**Run 1: wiring by layer**

(4 px per um)
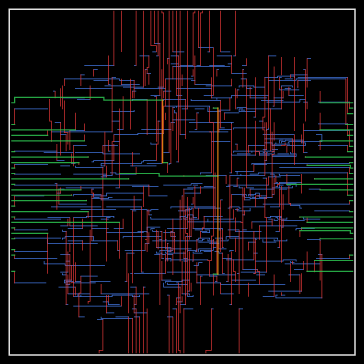
**Run 1: clock distribution**

(3 px per um)
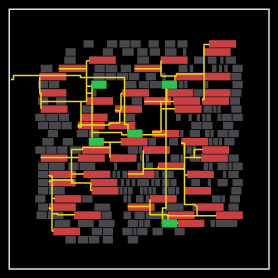
**Run 1: sequential cells colored by netlist name**

(6 px per um) Other sequential cells in the stronger gray, the rest of the logic in the fainter gray.
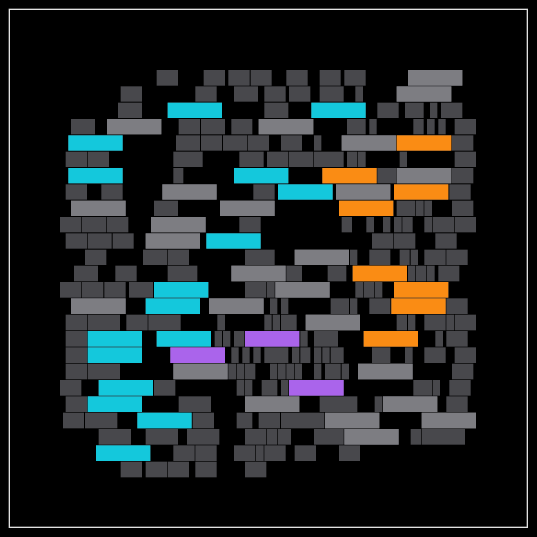
==> config.mk <==
export PLATFORM = sky130hd
export DESIGN_NAME = cpu_bus_ctrl
export DESIGN_NICKNAME = d
export VERILOG_FILES = /design/src/rtl/cpu_pkg.sv /design/src/rtl/cpu_bus_ctrl.sv
export SDC_FILE = /design/constraint.sdc
export NUM_CORES = 1
export LEC_CHECK = 0
export ABC_AREA = 1
export CORE_MARGIN = 8
export CORE_UTILIZATION = 42
export CTS_CLUSTER_SIZE = 24
export DETAILED_ROUTE_END_ITERATION = 8
export GPL_TIMING_DRIVEN = 1
export PLACE_DENSITY = 0.78
export SYNTH_ARGS = -nofsm -noshare
export SYNTH_HDL_FRONTEND = slang
export SYNTH_SLANG_ARGS = --single-unit
==> constraint.sdc <==
create_clock -name clk -period 1.6 [get_ports clk]
set_input_delay 0.16 -clock clk [delete_from_list [all_inputs] [get_ports clk]]
set_output_delay 0.16 -clock clk [all_outputs]
set_load 0.005 [all_outputs]
==> notes.md <==
Notes on the flow run.

- The part of the cycle the worst path needs is 95.1%, for reference.
- The number of buffer cells added on primary ports is approximately 84, for reference.
- The area recorded from the Yosys report for this design is about 2100 um2.
- The post-synth net total is roughly 200, for reference.
- The number of global-route vias before repair is 1576, for reference.
- For reference, the most critical setup path is categorized as register to output pin.
- The buffer type at the clock tree root is sky130_fd_sc_hd__clkbuf_8, for reference.
- For this run, design rule violations remaining after detail routing come to 0.
- The warning count from the yosys run is 0, for reference.
- The worst-margin pin slew is between 0.3 and 0.4 ns, for reference.
- The flow reports that combinational logic draws between 40% and 50% of the design power.
- The analysis attributes to net switching a power of 1.66 mW.
- The width of the die is around 86 um, for reference.
- The worst pin sits at a relative slew slack of between 70 and 80%.
- The highest fanout seen on the critical path is 3, for reference.
- The run reported a max-capacitance violation count of 0.
- Traced cell by cell, the critical path runs through nor2_4, clkdlybuf4s50_1.
- At the end of routability-driven placement, the weighted congestion stood at 0.761.
- The global-route wire length before repair is 7.27 mm, for reference.
- The count of final setup violators is 0, for reference.
- The floorplan-stage core utilization is 43.7%, for reference.
- The initial antenna violation count is 0, for reference.
- Entering global routing, the biggest net connects between 50 and 60 pins.
- The net total in the final layout is 291, for reference.
- The maximum level of the CTS H-tree is 2, for reference.
- After the first detailed-routing iteration, the DRC count stood at 74.
- The number of top-level design ports is 85, for reference.
- The hold violation count in the final report is 0, for reference.
- The endpoint type of the worst setup path is an output pin, for reference.
- The sum of overflow across all layers after global routing is 0, for reference.
- The share of cells above drive strength 1 is about 19%, for reference.
- The number of buffers created by CTS is 5, for reference.
- Sorting the Yosys area breakdown by cell type puts at the top sky130_fd_sc_hd__dfrtp_1.
- In this run, flip-flops and latches consume roughly two fifths of the power.
- The count of antenna diodes in the layout is 0, for reference.
- The most numerous logic cell after layout is sky130_fd_sc_hd__clkdlybuf4s50_1, for reference.
- The shortest period the worst path allows is 1.52 ns, for reference.
- The synthesized cell area is between 2000 and 2500 um2, for reference.
- The number of rows in the core area is 25, for reference.
- Summed over all cells, the static leakage comes to approximately 1.4 nW.
- After detailed placement, the design holds a cell count of 311.
- The cell with the biggest individual delay on the critical path is sky130_fd_sc_hd__clkdlybuf4s50_1, for reference.
- The area growth from synthesis to layout is 48.7%.
- In the Yosys report, the sequential cells make up 63.1% of the chip area.
- The peak supply drop is about 0.79 mV, for reference.
- The flow ran to the end, and the final reports show no timing, DRC or antenna violations.
- The synthesis report lists the most area-consuming cells as sky130_fd_sc_hd__dfrtp_1 (63%), sky130_fd_sc_hd__mux2_2 (8.7%), sky130_fd_sc_hd__mux2_4 (5.8%).
- The number of detailed-routing iterations run before antenna repair is 4, for reference.
- Per the synth log, the flip-flop and latch total comes to 52.
- For this run the detailed placement stage logged an HPWL of between 3 and 4 mm.
- The power report lists cell-internal power as 3.93 mW.
- The chip occupies roughly 7400 um2.
- The count of different cell masters after synthesis is 18, for reference.
- The residual antenna-violating net count after detailed routing is 0, for reference.
- The area share of the largest cell type after synthesis is roughly 63%, for reference.
- The class of the tightest hold or removal check is input port to asynchronous set/reset pin, for reference.
- Across all stage logs, warnings added up to 26.
- The setup TNS is 0 ns, for reference.
- In the synthesized netlist, the number of instances is around 160.
- For reference, the post-synthesis area per instance comes to 12.7 um2.
- The maximum clock frequency is 657 MHz, for reference.
- By instance count after routing, the leading logic cell types are sky130_fd_sc_hd__clkdlybuf4s50_1 (83), sky130_fd_sc_hd__dfrtp_1 (52), sky130_fd_sc_hd__nand2_1 (30), sky130_fd_sc_hd__inv_1 (19), sky130_fd_sc_hd__mux2_2 (16).
- The routed wire length is between 4 and 5 mm, for reference.
- In this design, the stage delay of the slowest critical-path cell is a little over 0.5 ns.
- The number of flip-flops in the largest register is 16, for reference.
- Overall power consumption after layout is estimated at 5.59 mW.
- The clock transition at the registers of the reported paths is about 0.08 ns, for reference.
- The number of cell instances after yosys synthesis is roughly 160, for reference.
- Counting along the longest clock path gives a buffer depth of 2.
- The slack of the critical path is 0.0781 ns, for reference.
- The timing report gives the worst reg2reg path a setup slack of 0.20 ns.
- Setup repair after global routing left no endpoint under its margin.
- Counting cells, the worst reg-to-reg path comes to 5.
- Data arrives at the worst endpoint at around 1.4 ns.
- Per the final report, max-transition violations number 0.
- The pre-CTS setup check shows a worst slack of 0.135 ns.
- The die extent in y is 86.1 um, for reference.
- Switching power as a fraction of the total was reported as between 20% and 30%.
- For this design the ratio of total power to cell area is 1820 nW/um2.
-- 'wiring by layer' (at the start) --
[met4] orange | wire length: 57.1 um
[met2] red | wire length: 2080 um
[met3] green | wire length: 466 um
[met1] blue | wire length: 1870 um
average detailed-routed wire length per instance: 14.0 um
total number of vias: 1453
global-route total usage across every layer: 12.4%

-- 'clock distribution' (at the start) --
[clock wires] yellow | length: 550 um
[flip-flops] red | count: 52
[cells driving clock nets] green | count: 5
routed clock nets: 6
clock group share of total power: 12.1%
power of the clock network: 677 uW
worst-skew pair later-pin latency: 0.30 ns
Layout Skew: 0.00448 ns

-- 'sequential cells colored by netlist name' (at the start) --
[mem_addr_o] cyan | flops: 16
[rdata_o] orange | flops: 8 | where: right middle
[r_op] purple | flops: 3
register share of the cell area: 42.4%
area of all sequential standard cells: 1300 um2

==> run 1: routing by layer <==
metal | wire, um | vias up | track usage, %
met5 | 0 | - | 0
met4 | 57 | 0 | 5.25
met3 | 466 | 5 | 5.83
met2 | 2080 | 56 | 19.5
met1 | 1870 | 690 | 14.1
li1 | - | 702 | -
==> run 1: worst max-delay path: cells and delay by family (launching register included) <==
family	cells	cell delay [ns]
buffers and inverters	1	0.51
flip-flops	1	0.43
AND/OR/NAND/NOR	1	0.13
==> run 1: layout make-up <==
cell class                      instances  area (um2)
Fill cell                             393        1660
Inverter                               19        71.3
Clock inverter                          1        5.00
Multi-Input combinational cell         87         641
Timing Repair Buffer                   88         893
Sequential cell                        52        1300
Tap cell                               67        83.8
Clock buffer                            6        72.6
==> run 1: stage by stage <==
step | hold slack [ns] | util [%] | instance area (um2)
after floorplan | -0.136 | - | 2060
after detailed placement | 0.172 | 62.9 | 2970
after global placement | 0.171 | 62.9 | 2970
after CTS | 0.392 | 65.0 | 3070
after global routing | 0.427 | 65.0 | 3070
final | 0.393 | 65.0 | 3070
==> run 1: cell families after synthesis <==
kind of cell	count (synthesis)	synth area share [%]
AND-OR/OR-AND	19	6.31
buffers and inverters	24	5.88
flip-flops	52	63.1
multiplexers	24	14.6
AND/OR/NAND/NOR	44	10.2
==> run 1: synth_stat cells <==
library cell and n:
sky130_fd_sc_hd__a21oi_1 1, sky130_fd_sc_hd__nand2_2 2, sky130_fd_sc_hd__inv_1 19, sky130_fd_sc_hd__nor2_4 2, sky130_fd_sc_hd__o21ai_2 8, sky130_fd_sc_hd__nand3b_1 2
sky130_fd_sc_hd__nand2_1 30, sky130_fd_sc_hd__nand3_1 2, sky130_fd_sc_hd__buf_6 4, sky130_fd_sc_hd__mux2_4 8, sky130_fd_sc_hd__nor3_1 1, sky130_fd_sc_hd__buf_2 1
sky130_fd_sc_hd__mux2_2 16, sky130_fd_sc_hd__nor2_1 4, sky130_fd_sc_hd__o31ai_1 2, sky130_fd_sc_hd__dfrtp_1 52, sky130_fd_sc_hd__o21ai_0 8, sky130_fd_sc_hd__nand3_4 1
==> run 1: power by group through the flow <==
| stage | Combinational, mW | Clock (mW) | Sequential [mW] |
|---|---|---|---|
| floorplan | 1.09 | 0 | 2.36 |
| global placement | 2.58 | 0 | 2.31 |
| detailed placement | 2.62 | 0 | 2.34 |
| CTS | 2.66 | 0.713 | 2.32 |
| global route | 2.84 | 0.762 | 2.40 |
| finish | 2.60 | 0.677 | 2.31 |
==> run 1: repair_timing <==
item / 4_1_cts / 5_1_grt
hold buffers: 1 / 0
setup buffers: 1 / 0
hold endpoints to repair: 52 / 0
gates resized: 0 / 0
setup endpoints to repair: 1 / 0
Power figures rest on the tool's default switching activity, not on a simulated workload.
